Fig. 1: run 1, clock nets
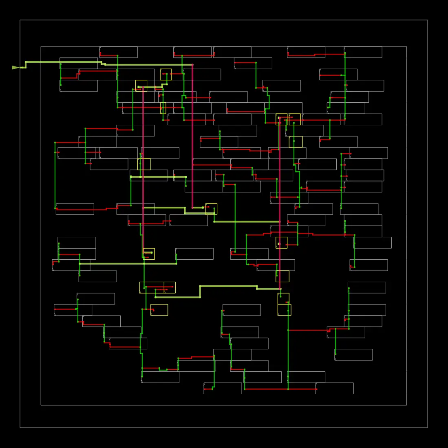
Fig. 2: run 1, cells by drive strength
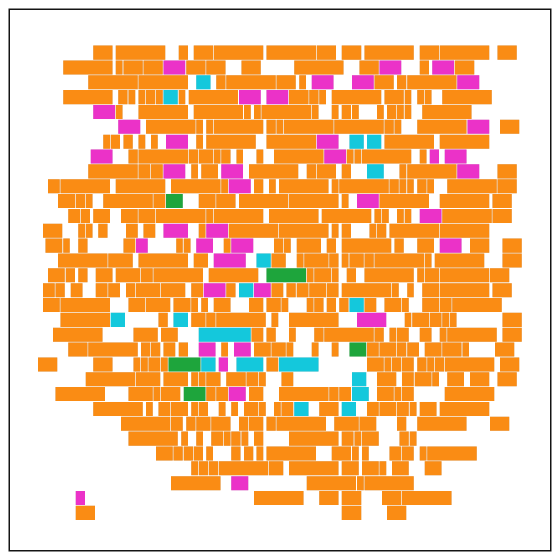
Fig. 3: run 1, logic cells by family
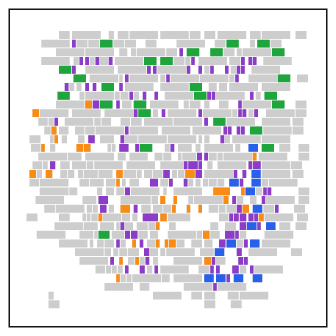
==> src/rtl/ws2811_receiver_if.sv <==
// Bus between the WS2811 line decoder and its downstream consumers.
// The master side is the decoder, which takes the serial line in and drives pixel and frame status out.
interface ws2811_receiver_if #(
    parameter int COUNT_WIDTH = 16
) ();
    logic                   rxIN;
    logic [23:0]            dataOUT;
    logic                   dataValidOUT;
    logic                   frameEndOUT;
    logic                   errorOUT;
    logic [COUNT_WIDTH-1:0] pixelCountOUT;
    logic                   armedOUT;

    modport master (
        input  rxIN,
        output dataOUT,
        output dataValidOUT,
        output frameEndOUT,
        output errorOUT,
        output pixelCountOUT,
        output armedOUT
    );

    modport slave (
        output rxIN,
        input  dataOUT,
        input  dataValidOUT,
        input  frameEndOUT,
        input  errorOUT,
        input  pixelCountOUT,
        input  armedOUT
    );
endinterface

==> src/rtl/ws2811_receiver.sv <==
// WS2811/WS2812 single-wire NRZ decoder: measures high/low times of the synchronised line and
// recovers 24-bit pixels (MSB first), frame-latch gaps and protocol errors.
module ws2811_receiver #(
    parameter int CLOCK_SPEED  = 50_000_000,
    parameter int THRESHOLD_NS = 475,
    parameter int MIN_HIGH_NS  = 100,
    parameter int MAX_HIGH_NS  = 2000,
    parameter int RESET_NS     = 50_000,
    parameter int COUNT_WIDTH  = 16
) (
    input  logic              clkIN,
    input  logic              nResetIN,
    ws2811_receiver_if.master bus
);
    localparam int CYC_PER_US = CLOCK_SPEED / 1_000_000;
    localparam int C_THR      = CYC_PER_US * THRESHOLD_NS / 1000;
    localparam int C_MIN      = CYC_PER_US * MIN_HIGH_NS / 1000;
    localparam int C_MAX      = CYC_PER_US * MAX_HIGH_NS / 1000;
    localparam int C_RST      = CYC_PER_US * RESET_NS / 1000;

    localparam int HIGH_W = $clog2(C_MAX + 1);
    localparam int LOW_W  = $clog2(C_RST + 1);

    localparam logic [HIGH_W-1:0] C_THR_H    = HIGH_W'(C_THR);
    localparam logic [HIGH_W-1:0] C_MIN_H    = HIGH_W'(C_MIN);
    localparam logic [HIGH_W-1:0] C_MAX_M1_H = HIGH_W'(C_MAX - 1);
    localparam logic [LOW_W-1:0]  C_RST_L    = LOW_W'(C_RST);
    localparam logic [LOW_W-1:0]  C_RST_M1_L = LOW_W'(C_RST - 1);
    localparam logic [4:0]        LAST_BIT   = 5'd23;

    typedef enum logic [1:0] {
        ST_WAIT_RESET,
        ST_IDLE,
        ST_LOW,
        ST_HIGH
    } state_t;

    function automatic logic [COUNT_WIDTH-1:0] sat_inc_pix(input logic [COUNT_WIDTH-1:0] v);
        return (&v) ? v : v + 1'b1;
    endfunction

    // Stage p0/p1: two-flop synchroniser for the asynchronous serial line
    logic r_rx_p0;
    logic r_rx_p1;
    logic w_s;

    always_ff @(posedge clkIN or negedge nResetIN) begin
        if (!nResetIN) begin
            r_rx_p0 <= 1'b0;
            r_rx_p1 <= 1'b0;
        end else begin
            r_rx_p0 <= bus.rxIN;
            r_rx_p1 <= r_rx_p0;
        end
    end

    assign w_s = r_rx_p1;

    state_t                 r_state;
    state_t                 w_state_nxt;
    logic [LOW_W-1:0]       r_low_cnt;
    logic [LOW_W-1:0]       w_low_nxt;
    logic [HIGH_W-1:0]      r_high_cnt;
    logic [HIGH_W-1:0]      w_high_nxt;
    logic [4:0]             r_bit_cnt;
    logic [4:0]             w_bit_nxt;
    logic [23:0]            r_shift;
    logic [23:0]            w_shift_nxt;
    logic                   r_from_idle;
    logic                   w_from_idle_nxt;
    logic [23:0]            r_data;
    logic [23:0]            w_data_nxt;
    logic                   r_valid;
    logic                   w_valid_nxt;
    logic                   r_frame_end;
    logic                   w_frame_end_nxt;
    logic                   r_error;
    logic                   w_error_nxt;
    logic [COUNT_WIDTH-1:0] r_pix_cnt;
    logic [COUNT_WIDTH-1:0] w_pix_nxt;

    logic                   w_bit;
    logic [23:0]            w_shifted;
    logic [COUNT_WIDTH-1:0] w_pix_base;

    assign w_bit      = (r_high_cnt >= C_THR_H);
    assign w_shifted  = {r_shift[22:0], w_bit};
    // The first accepted bit after a frame boundary restarts the pixel count
    assign w_pix_base = r_from_idle ? '0 : r_pix_cnt;

    // Stage p2: line-timing decoder
    always_comb begin
        w_state_nxt     = r_state;
        w_low_nxt       = r_low_cnt;
        w_high_nxt      = r_high_cnt;
        w_bit_nxt       = r_bit_cnt;
        w_shift_nxt     = r_shift;
        w_from_idle_nxt = r_from_idle;
        w_data_nxt      = r_data;
        w_valid_nxt     = 1'b0;
        w_frame_end_nxt = 1'b0;
        w_error_nxt     = 1'b0;
        w_pix_nxt       = r_pix_cnt;

        unique case (r_state)
            ST_WAIT_RESET: begin
                if (w_s) begin
                    w_low_nxt = '0;
                end else if (r_low_cnt == C_RST_M1_L) begin
                    w_state_nxt = ST_IDLE;
                    w_low_nxt   = '0;
                end else begin
                    w_low_nxt = r_low_cnt + 1'b1;
                end
            end

            ST_IDLE: begin
                if (w_s) begin
                    w_state_nxt     = ST_HIGH;
                    w_high_nxt      = HIGH_W'(1);
                    w_from_idle_nxt = 1'b1;
                end else if (r_low_cnt != C_RST_L) begin
                    w_low_nxt = r_low_cnt + 1'b1;
                end
            end

            ST_LOW: begin
                if (w_s) begin
                    w_state_nxt     = ST_HIGH;
                    w_high_nxt      = HIGH_W'(1);
                    w_from_idle_nxt = 1'b0;
                end else if (r_low_cnt == C_RST_M1_L) begin
                    w_state_nxt     = ST_IDLE;
                    w_low_nxt       = '0;
                    w_frame_end_nxt = 1'b1;
                    if (r_bit_cnt != 5'd0) begin
                        w_error_nxt = 1'b1;
                        w_bit_nxt   = 5'd0;
                        w_shift_nxt = '0;
                    end
                end else begin
                    w_low_nxt = r_low_cnt + 1'b1;
                end
            end

            ST_HIGH: begin
                if (w_s) begin
                    // A stuck-high line drops sync until a full reset gap is seen again
                    if (r_high_cnt == C_MAX_M1_H) begin
                        w_state_nxt = ST_WAIT_RESET;
                        w_error_nxt = 1'b1;
                        w_low_nxt   = '0;
                        w_high_nxt  = '0;
                        w_bit_nxt   = 5'd0;
                        w_shift_nxt = '0;
                    end else begin
                        w_high_nxt = r_high_cnt + 1'b1;
                    end
                end else if (r_high_cnt < C_MIN_H) begin
                    // Glitch: resume the interrupted low period with its count intact
                    w_state_nxt = r_from_idle ? ST_IDLE : ST_LOW;
                    w_high_nxt  = '0;
                end else begin
                    w_state_nxt     = ST_LOW;
                    w_low_nxt       = LOW_W'(1);
                    w_high_nxt      = '0;
                    w_shift_nxt     = w_shifted;
                    w_from_idle_nxt = 1'b0;
                    w_pix_nxt       = w_pix_base;
                    if (r_bit_cnt == LAST_BIT) begin
                        w_data_nxt  = w_shifted;
                        w_valid_nxt = 1'b1;
                        w_bit_nxt   = 5'd0;
                        w_pix_nxt   = sat_inc_pix(w_pix_base);
                    end else begin
                        w_bit_nxt = r_bit_cnt + 1'b1;
                    end
                end
            end

            default: begin
                w_state_nxt = ST_WAIT_RESET;
            end
        endcase
    end

    always_ff @(posedge clkIN or negedge nResetIN) begin
        if (!nResetIN) begin
            r_state     <= ST_WAIT_RESET;
            r_low_cnt   <= '0;
            r_high_cnt  <= '0;
            r_bit_cnt   <= 5'd0;
            r_shift     <= '0;
            r_from_idle <= 1'b0;
            r_data      <= '0;
            r_valid     <= 1'b0;
            r_frame_end <= 1'b0;
            r_error     <= 1'b0;
            r_pix_cnt   <= '0;
        end else begin
            r_state     <= w_state_nxt;
            r_low_cnt   <= w_low_nxt;
            r_high_cnt  <= w_high_nxt;
            r_bit_cnt   <= w_bit_nxt;
            r_shift     <= w_shift_nxt;
            r_from_idle <= w_from_idle_nxt;
            r_data      <= w_data_nxt;
            r_valid     <= w_valid_nxt;
            r_frame_end <= w_frame_end_nxt;
            r_error     <= w_error_nxt;
            r_pix_cnt   <= w_pix_nxt;
        end
    end

    assign bus.dataOUT       = r_data;
    assign bus.dataValidOUT  = r_valid;
    assign bus.frameEndOUT   = r_frame_end;
    assign bus.errorOUT      = r_error;
    assign bus.pixelCountOUT = r_pix_cnt;
    assign bus.armedOUT      = (r_state != ST_WAIT_RESET);
endmodule
==> src/flat_wrapper.sv <==
// flat-port wrapper written by rule: the top's interface ports become plain ports
module ws2811_receiver_flat 
#(
    parameter int CLOCK_SPEED  = 50_000_000,
    parameter int THRESHOLD_NS = 475,
    parameter int MIN_HIGH_NS  = 100,
    parameter int MAX_HIGH_NS  = 2000,
    parameter int RESET_NS     = 50_000,
    parameter int COUNT_WIDTH  = 16
)
  (clkIN, nResetIN, bus_rxIN, bus_dataOUT, bus_dataValidOUT, bus_frameEndOUT, bus_errorOUT, bus_pixelCountOUT, bus_armedOUT);
  ws2811_receiver_if #(.COUNT_WIDTH(COUNT_WIDTH)) bus_i ();
  input  logic clkIN;
  input  logic nResetIN;
  input wire logic [$bits(bus_i.rxIN)-1:0] bus_rxIN;
  output wire logic [$bits(bus_i.dataOUT)-1:0] bus_dataOUT;
  output wire logic [$bits(bus_i.dataValidOUT)-1:0] bus_dataValidOUT;
  output wire logic [$bits(bus_i.frameEndOUT)-1:0] bus_frameEndOUT;
  output wire logic [$bits(bus_i.errorOUT)-1:0] bus_errorOUT;
  output wire logic [$bits(bus_i.pixelCountOUT)-1:0] bus_pixelCountOUT;
  output wire logic [$bits(bus_i.armedOUT)-1:0] bus_armedOUT;
  assign bus_i.rxIN = bus_rxIN;
  assign bus_dataOUT = bus_i.dataOUT;
  assign bus_dataValidOUT = bus_i.dataValidOUT;
  assign bus_frameEndOUT = bus_i.frameEndOUT;
  assign bus_errorOUT = bus_i.errorOUT;
  assign bus_pixelCountOUT = bus_i.pixelCountOUT;
  assign bus_armedOUT = bus_i.armedOUT;
  ws2811_receiver #(.CLOCK_SPEED(CLOCK_SPEED), .THRESHOLD_NS(THRESHOLD_NS), .MIN_HIGH_NS(MIN_HIGH_NS), .MAX_HIGH_NS(MAX_HIGH_NS), .RESET_NS(RESET_NS), .COUNT_WIDTH(COUNT_WIDTH)) u_core (.clkIN(clkIN), .nResetIN(nResetIN), .bus(bus_i));
endmodule
==> config.mk <==
export PLATFORM = sky130hd
export DESIGN_NAME = ws2811_receiver_flat
export DESIGN_NICKNAME = d
export VERILOG_FILES = /design/src/rtl/ws2811_receiver_if.sv /design/src/rtl/ws2811_receiver.sv /design/src/flat_wrapper.sv
export SDC_FILE = /design/constraint.sdc
export NUM_CORES = 1
export LEC_CHECK = 0
export CAP_MARGIN = 20
export CORE_MARGIN = 5
export CORE_UTILIZATION = 59
export CTS_BUF_LIST = sky130_fd_sc_hd__clkbuf_4
export DETAILED_ROUTE_END_ITERATION = 10
export PLACE_DENSITY = 0.89
export RECOVER_POWER = 100
export SETUP_SLACK_MARGIN = 0.1
export SLEW_MARGIN = 10
export SYNTH_ARGS = -nofsm -noshare
export SYNTH_HDL_FRONTEND = slang
export SYNTH_SLANG_ARGS = --single-unit
export TNS_END_PERCENT = 100
==> constraint.sdc <==
create_clock -name clkIN -period 2.9 [get_ports clkIN]
set_clock_uncertainty 0.1 [all_clocks]
set_input_delay 0.435 -clock clkIN [delete_from_list [all_inputs] [get_ports clkIN]]
set_output_delay 0.435 -clock clkIN [all_outputs]
set_load 0.05 [all_outputs]
==> flow_metrics.tcl, run 1 <==
# yosys + openroad results
set metrics [dict create \
    finalSetupViolations 0 \
    drive_gt1_share_pct 12.3 \
    cellPowerDensity_nw_per_um2 389 \
    synth_warnings 0 \
    drt.antenna.violating_nets 0 \
    ys_ff 95 \
    rows 32 \
    ys_sh_aoi_pct 14.9 \
    use_met1_pct 27.3 \
    async_reset_ff_share_pct 100 \
    initCoreUtil_pct 60.4 \
    seq_share_pct 44.5 \
    p_seq_share_pct 64.4 \
    r2r_start "u_core.r_high_cnt[0]$_DFFE_PN0P_" \
    stdcell_count 607 \
    drv_slew 0 \
    fillCellCount 556 \
    r2r_slack_ns 0.28 \
    die_width_um 98.9 \
    fin_ws_ns 0.255 \
    htree_num_levels 3 \
    ys_cells 454 \
    dp.cells 590 \
    postSynthSeqShare_pct 51.0 \
    largest_class "flip-flops and latches" \
    hold_buffers 1 \
    synth.area.mux_share_pct 6.01 \
    grtUsageTotal_pct 20.5 \
    regArea_um2 2380 \
    met2_usage_pct 33.4 \
    pg_seq_mw 1.34 \
    cts_tree "built" \
    dr.pass1.iters 5 \
    ff_type "dfrtp_1" \
    p_int_mw 1.54 \
    cts.sinks 95 \
    wl_met2_mm 4.70 \
    whs_ns 0.267 \
    viasPerCell 5.90 \
    maxPowerGroup "registers" \
    critPathLaunchType "flop" \
    cts_buffer_depth 2 \
    synthTopLogicFamily "simple AND/OR/NAND/NOR gates" \
    pre_cts_ws_ns 0.421 \
    port_buffers 46 \
    reg2reg_depth 7 \
    drc_errors 0 \
    wl_per_cell_um 15.9 \
    routed.top_layer "met4" \
    final_cell_mix "dfrtp_1, nand2_1, o21ai_0, dlygate4sd3_1, mux2_2" \
    antenna_found_initial 0 \
    yosysMostFrequentCell "dfrtp_1" \
    rr_endpoint "u_core.r_low_cnt[2]$_DFFE_PN0P_" \
    fin_crit_ns 2.64 \
    n_all_buffers 54 \
    coreArea_um2 7730 \
    hpwlAfterDp_mm 6.71 \
    synthCells 454 \
    multi_input_comb_cells 328 \
    adder_share_pct 2.95 \
    slowest_stage "dlygate4sd3_1" \
    post-route-period-util_pct 91.2 \
    setup_tns_ns 0 \
    p_sw_share_pct 25.9 \
    ys_sh_xor_pct 2.82 \
    post_cts_resized 0 \
    yosysTopAreaCellShare_pct 51.0 \
    simple_gate_share_pct 19.6 \
    cap_violations 0 \
    comb_area_um2 2130 \
    worstMarginPinSlew_ns 0.911 \
    routed_wl_mm 9.67 \
    buffer_area_share_pct 9.83 \
    crit_buf_inv 3 \
    grt_pass1_vias 3593 \
    syn_area_per_cell_um2 10.3 \
    vias 3584 \
    enable_flop_cells 0 \
    worstHoldPathCells 0 \
    path_common_cell "inv_1" \
    yosys_area_um2 4670 \
    die_area_um2 9790 \
    p_leak_nw 2.50 \
    met3_wirelength_um 502 \
    diodes 0 \
    crit_family "buffers and inverters" \
    crit_chain "inv_1 > ha_1 > inv_1 > dlygate4sd3_1" \
    fp_nets 468 \
    power.share.clock_pct 33.1 \
    utilization_pct 69.2 \
    fin_area_um2 5340 \
    combPwrFrac_pct 2.5 \
    critPathArrivalTime_ns 2.11 \
    grt_busiest_layer "met2" \
    grt_pass1_wl_mm 16.5 \
    die_h_um 98.9 \
    min_path_type "flop to flop" \
    final_common_cell "dfrtp_1" \
    pg_comb_uw 52.1 \
    comb_share_pct 39.9 \
    cts.clk_slew.worst_paths_ns 0.16 \
    area_delta_synth_final_pct 14.5 \
    hp-start "u_core.r_rx_p0$_DFF_PN0_" \
    endpoint_kind "output pin" \
    wl_met1_mm 4.28 \
    cts_setup_buffers 0 \
    status "finished, final reports clean" \
    p_sw_uw 539 \
    final_nets 514 \
    crit_cells 4 \
    final-clk-cell-share_pct 2.51 \
    syn_area_um2 4670 \
    power.total_mw 2.08 \
    yosysTopAreaCell "dfrtp_1" \
    fmax_mhz 378 \
    grt_start_max_net_pins 59 \
    io_pins 47 \
    top_cells_by_count "dfrtp_1, nand2_1, o21ai_0" \
    taps 102 \
    worstPathMaxFanout 4 \
    vdd_drop_max_mv 0.279 \
    top_cells_by_area "dfrtp_1, nand2_1, mux2_2" \
    grt_overflow 0 \
    initialDrtViolationCount 280 \
    inv_count 12 \
    cp-endpoint "bus_armedOUT" \
    crit_type "flop to output pin" \
    critPathRequiredTime_ns 2.37 \
    grt.met3_usage_pct 4.25 \
    slowest_delay_ns 0.88 \
    log.warning_count 32 \
    placed_area_um2 5260 \
    timing_hold_violations_final 0 \
]
Notes on Fig. 1 above:
TritonCTS Buffers: 9
FF+latch count: 95
clk pwr: 688 uW
clock buf count: 9

Notes on Fig. 2 above:
[orange] drive 1 or less | cells: 443 | share: 88%
[cyan] drive 3 to 4 | cells: 18 | share: 3.6%
[green] drive 6 and up | cells: 5 | share: 0.99%
[magenta] drive 2 | cells: 39 | share: 7.7%

Notes on Fig. 3 above:
[green] multiplexers | cells: 25
[orange] NOR gates | cells: 36
[purple] NAND gates | cells: 113
[blue] XOR/XNOR gates | cells: 15

Fig. 4: run 1, placement by cell class
Bar = 20 um. Fill, decap, tap and diode cells in grey.
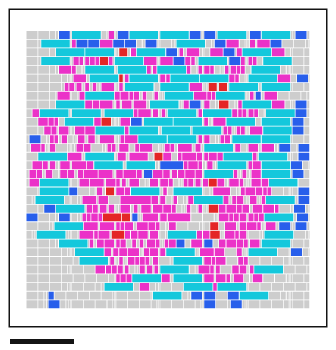

--- run 2 (diff from run 1) ---
--- a/config.mk
+++ b/config.mk
@@ -5,13 +5,13 @@
 export SDC_FILE = /design/constraint.sdc
 export NUM_CORES = 1
 export LEC_CHECK = 0
-export CAP_MARGIN = 20
 export CORE_MARGIN = 5
 export CORE_UTILIZATION = 59
 export CTS_BUF_LIST = sky130_fd_sc_hd__clkbuf_4
 export DETAILED_ROUTE_END_ITERATION = 10
 export PLACE_DENSITY = 0.89
 export RECOVER_POWER = 100
+export REMOVE_ABC_BUFFERS = 1
 export SETUP_SLACK_MARGIN = 0.1
 export SLEW_MARGIN = 10
 export SYNTH_ARGS = -nofsm -noshare
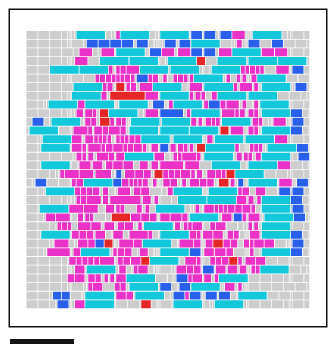
Fig. 5. Placement by cell class (run 2).
Bar = 20 um. Fill, decap, tap and diode cells in grey.
[red] clock drivers and dummy loads | cells: 16
[cyan] flip-flops | cells: 95
[blue] other buffers and delay cells | cells: 55
[magenta] all other logic | cells: 340

==> run 2 against run 1 <==
Synthesized cell count unchanged; final area increased by 0.77%; first-iteration DRC count decreased by 14%; synthesized area unchanged; global-route usage increased by 0.64 points; via count increased by 1.3%; total power increased by 3.9%; worst setup slack got worse by 0.00078 ns; critical path type unchanged.
==> flow_metrics.tcl, run 2 <==
# yosys + openroad results
set metrics [dict create \
    drt.antenna.violating_nets 0 \
    fin_area_um2 5390 \
    postSynthSeqShare_pct 51.0 \
    vdd_drop_max_mv 0.260 \
    area_delta_synth_final_pct 15.4 \
    cts_tree "built" \
    ys_sh_aoi_pct 14.9 \
    met2_usage_pct 35.5 \
    diodes 0 \
    wl_met2_mm 5.03 \
    slowest_delay_ns 0.87 \
    final-clk-cell-share_pct 2.90 \
    drc_errors 0 \
    p_sw_share_pct 24.7 \
    power.total_mw 2.16 \
    cts_buffers 9 \
    largest_class "flip-flops and latches" \
    synth_warnings 0 \
    min_to "u_core.r_rx_p1$_DFF_PN0_" \
    taps 102 \
    port_buffers 46 \
    cp-endpoint "bus_armedOUT" \
    critPathLaunchType "flop" \
    timing_hold_violations_final 0 \
    fin_crit_ns 2.65 \
    synthCells 454 \
    combPwrFrac_pct 2.6 \
    yosys_area_um2 4670 \
    crit_family "buffers and inverters" \
    final_cell_mix "dfrtp_1, nand2_1, o21ai_0, dlygate4sd3_1, mux2_2" \
    rr_endpoint "u_core.bus.dataOUT[10]$_DFFE_PN0P_" \
    final_nets 515 \
    utilization_pct 69.7 \
    regArea_um2 2380 \
    seq_cells 95 \
    met3_wirelength_um 555 \
    dp.cells 591 \
    worstMarginPinSlew_ns 1.25 \
    viasPerCell 5.97 \
    comb_share_pct 39.8 \
    syn_area_um2 4670 \
    crit_chain "inv_1 > ha_1 > inv_1 > dlygate4sd3_1" \
    ff_type "dfrtp_1" \
    stdcell_count 608 \
    p_leak_nw 2.52 \
    hold_buffers 1 \
    multi_input_comb_cells 328 \
    grt_pass1_wl_mm 16.9 \
    grt_start_max_net_pins 96 \
    die_h_um 98.9 \
    p_seq_share_pct 61.9 \
    comb_area_um2 2140 \
    finalSetupViolations 0 \
    p_sw_uw 534 \
    n_all_buffers 55 \
    routed.top_layer "met4" \
    grt.met3_usage_pct 4.53 \
    wl_met1_mm 4.17 \
    log.warning_count 31 \
    initialDrtViolationCount 240 \
    buffer_area_share_pct 9.94 \
    pre_cts_ws_ns 0.452 \
    final_common_cell "dfrtp_1" \
    inv_count 12 \
    nClkBuffers 9 \
    placed_area_um2 5260 \
    whs_ns 0.276 \
    post_cts_resized 0 \
    die_area_um2 9790 \
    crit_cells 4 \
    critPathRequiredTime_ns 2.37 \
    ys_cells 454 \
    power.share.clock_pct 35.6 \
    yosysTopAreaCellShare_pct 51.0 \
    critPathArrivalTime_ns 2.11 \
    cts_buffer_depth 2 \
    setup_tns_ns 0 \
    crit_type "flop to output pin" \
    pg_seq_mw 1.34 \
    cellPowerDensity_nw_per_um2 401 \
    grt_overflow 0 \
    gp_congestion 0.836 \
    cts_setup_buffers 0 \
    cap_violations 0 \
    post-route-period-util_pct 91.2 \
    endpoint_kind "output pin" \
    maxPowerGroup "registers" \
    grt_busiest_layer "met2" \
    routed_wl_mm 9.90 \
    p_int_mw 1.63 \
    top_cells_by_area "dfrtp_1, nand2_1, mux2_2" \
    min_path_type "flop to flop" \
    async_reset_ff_share_pct 100 \
    use_met1_pct 27.5 \
    adder_share_pct 2.95 \
    initCoreUtil_pct 60.4 \
    io_pins 47 \
    fmax_mhz 378 \
    status "finished, final reports clean" \
    yosysMostFrequentCell "dfrtp_1" \
    r2r_slack_ns 0.32 \
    die_width_um 98.9 \
    dr.pass1.iters 5 \
    vias 3632 \
    seq_share_pct 44.1 \
    enable_flop_cells 0 \
    path_common_cell "inv_1" \
    cts.clk_slew.worst_paths_ns 0.15 \
    grtUsageTotal_pct 21.2 \
    pg_comb_uw 55.4 \
    ys_sh_xor_pct 2.82 \
    fillCellCount 528 \
    drv_slew 0 \
    worstHoldPathCells 0 \
    antenna_found_initial 0 \
    synthTopLogicFamily "simple AND/OR/NAND/NOR gates" \
]
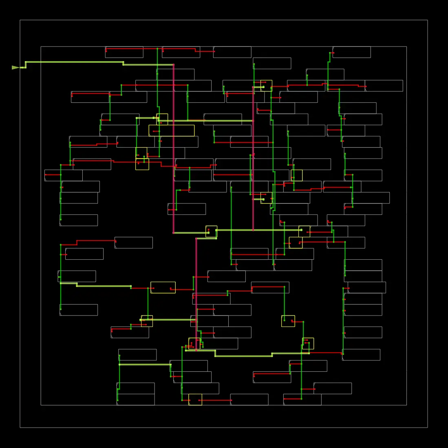
Fig. 6. Clock nets (run 2).
Late-Pin Clk Latency: 0.46 ns
CTS Sinks: 95

Fig. 7: run 2, the metal 2 layer
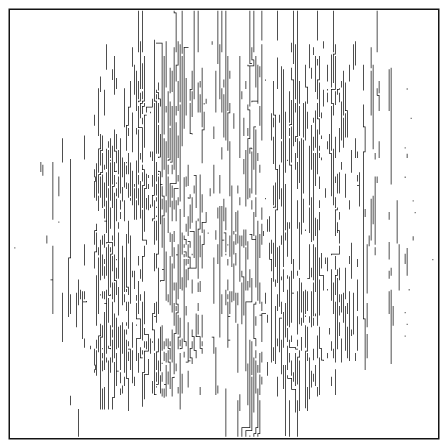

--- run 3 (diff from run 2) ---
--- a/config.mk
+++ b/config.mk
@@ -5,7 +5,7 @@
 export SDC_FILE = /design/constraint.sdc
 export NUM_CORES = 1
 export LEC_CHECK = 0
-export CORE_MARGIN = 5
+export CORE_MARGIN = 4
 export CORE_UTILIZATION = 59
 export CTS_BUF_LIST = sky130_fd_sc_hd__clkbuf_4
 export DETAILED_ROUTE_END_ITERATION = 10
@@ -13,7 +13,7 @@
 export RECOVER_POWER = 100
 export REMOVE_ABC_BUFFERS = 1
 export SETUP_SLACK_MARGIN = 0.1
-export SLEW_MARGIN = 10
+export SLEW_MARGIN = 20
 export SYNTH_ARGS = -nofsm -noshare
 export SYNTH_HDL_FRONTEND = slang
 export SYNTH_SLANG_ARGS = --single-unit
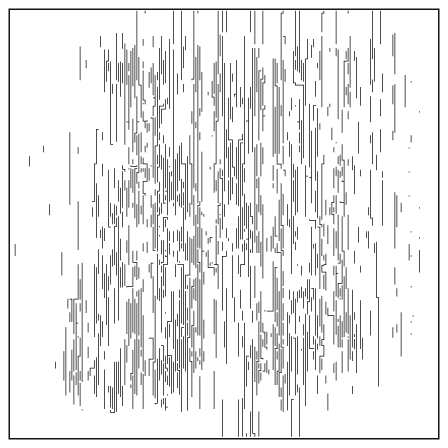
Fig. 8. The metal 2 layer (run 3).
longest straight run: 35.7 um
share of all routed wire: 50%
nets with wire on the layer: 446
main direction: vertical

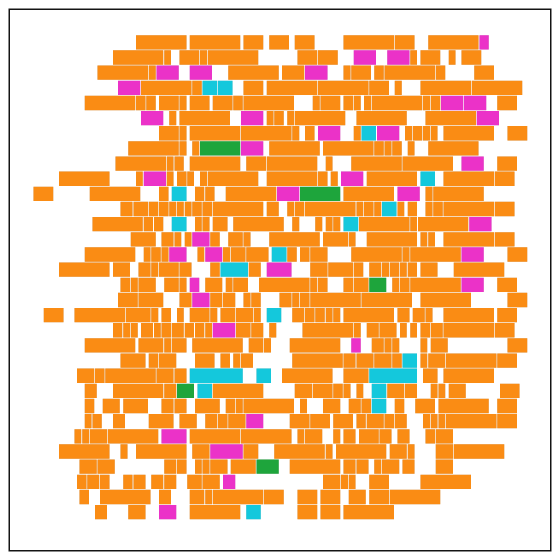
Fig. 9. Cells by drive strength (run 3).
[green] drive 6 and up | cells: 5 | share: 0.99%
[orange] drive 1 or less | cells: 445 | share: 88%
[cyan] drive 3 to 4 | cells: 19 | share: 3.8%
[magenta] drive 2 | cells: 36 | share: 7.1%

==> run 3 against run 2 <==
Sequential power barely moved; combinational power barely moved; hold slack got worse by 0.0057 ns; largest power group unchanged; register-to-register slack got worse by 0.07 ns; die area fell by 4.0%; core utilization fell by 0.42 points; worst setup slack got worse by 0.0029 ns; sequential share of layout area rose by 0.27 points; cell count did not move; largest cell class unchanged; synthesized area did not move; synthesized cell count did not move; first-iteration DRC count fell by 22%.
==> flow_metrics.tcl, run 3 <==
# yosys + openroad results
set metrics [dict create \
    log.warning_count 31 \
    r2r_slack_ns 0.25 \
    power.share.clock_pct 32.5 \
    ys_sh_aoi_pct 14.9 \
    die_width_um 96.9 \
    gp_congestion 0.887 \
    fin_ws_ns 0.252 \
    combPwrFrac_pct 2.7 \
    regArea_um2 2380 \
    dp.cells 590 \
    enable_flop_cells 0 \
    async_reset_ff_share_pct 100 \
    fin_crit_ns 2.65 \
    grt_pass1_wl_mm 16.3 \
    cts_buffers 9 \
    met3_wirelength_um 456 \
    port_buffers 46 \
    wl_per_cell_um 15.9 \
    hpwlAfterDp_mm 6.75 \
    p_int_mw 1.54 \
    io_pins 47 \
    critPathLaunchType "flop" \
    crit_chain "inv_1 > ha_1 > inv_1 > dlygate4sd3_1" \
    met2_usage_pct 34.9 \
    hold_buffers 1 \
    synthCells 454 \
    rows 32 \
    status "finished, final reports clean" \
    slowest_stage "dlygate4sd3_1" \
    ff_type "dfrtp_1" \
    drc_errors 0 \
    initialDrtViolationCount 188 \
    cts.clk_slew.worst_paths_ns 0.14 \
    wl_met2_mm 4.86 \
    p_seq_share_pct 64.8 \
    grt_start_max_net_pins 56 \
    adder_share_pct 2.95 \
    diodes 1 \
    cts_setup_buffers 0 \
    endpoint_kind "output pin" \
    pg_comb_uw 55.1 \
    synth_warnings 0 \
    post_cts_resized 0 \
    timing_hold_violations_final 0 \
    area_delta_synth_final_pct 14.7 \
    vdd_drop_max_mv 0.191 \
    die_area_um2 9390 \
    yosysTopAreaCell "dfrtp_1" \
    worstHoldPathCells 0 \
    setup_tns_ns 0 \
    post-route-period-util_pct 91.3 \
    final_nets 514 \
    p_sw_uw 522 \
    synth.area.mux_share_pct 6.01 \
    pg_seq_mw 1.34 \
    postSynthSeqShare_pct 51.0 \
    taps 102 \
    crit_cells 4 \
    grt.met3_usage_pct 3.82 \
    hp-start "u_core.r_rx_p0$_DFF_PN0_" \
    inv_count 12 \
    critPathRequiredTime_ns 2.37 \
    routed_wl_mm 9.65 \
    drv_slew 0 \
    final_common_cell "dfrtp_1" \
    whs_ns 0.271 \
    cts.sinks 95 \
    r2r_start "u_core.r_state[1]$_DFFE_PN0P_" \
    path_common_cell "inv_1" \
    reg2reg_depth 5 \
    syn_area_um2 4670 \
    comb_share_pct 39.9 \
    fmax_mhz 378 \
    yosys_area_um2 4670 \
    power.total_mw 2.07 \
    crit_type "flop to output pin" \
    ys_cells 454 \
    pre_cts_ws_ns 0.461 \
    cellPowerDensity_nw_per_um2 386 \
    buffer_area_share_pct 10.1 \
    min_path_type "flop to flop" \
    dr.pass1.iters 5 \
    placed_area_um2 5260 \
    syn_area_per_cell_um2 10.3 \
    stdcell_count 608 \
    htree_num_levels 3 \
    antenna_found_initial 0 \
    coreArea_um2 7730 \
    seq_cells 95 \
    p_sw_share_pct 25.2 \
    top_cells_by_count "dfrtp_1, nand2_1, o21ai_0" \
    grt_pass1_vias 3487 \
    crit_family "buffers and inverters" \
    largest_class "flip-flops and latches" \
    p_clk_uw 672 \
    comb_area_um2 2140 \
    crit_buf_inv 3 \
    drt.antenna.violating_nets 0 \
    yosysMostFrequentCell "dfrtp_1" \
    yosysTopAreaCellShare_pct 51.0 \
    use_met1_pct 27.3 \
    p_leak_nw 2.50 \
    n_all_buffers 54 \
    cts_tree "built" \
    cap_violations 0 \
    grtUsageTotal_pct 21.1 \
    critPathArrivalTime_ns 2.11 \
    multi_input_comb_cells 328 \
    ys_ff 95 \
    grt_busiest_layer "met2" \
    worstPathMaxFanout 4 \
    drive_gt1_share_pct 11.9 \
    final_cell_mix "dfrtp_1, nand2_1, dlygate4sd3_1, o21ai_0, mux2_2" \
    min_to "u_core.r_rx_p1$_DFF_PN0_" \
    rr_endpoint "u_core.bus.dataOUT[1]$_DFFE_PN0P_" \
    cts_buffer_depth 2 \
    cp-endpoint "bus_armedOUT" \
]
Power is estimated from default activity; no workload was simulated.
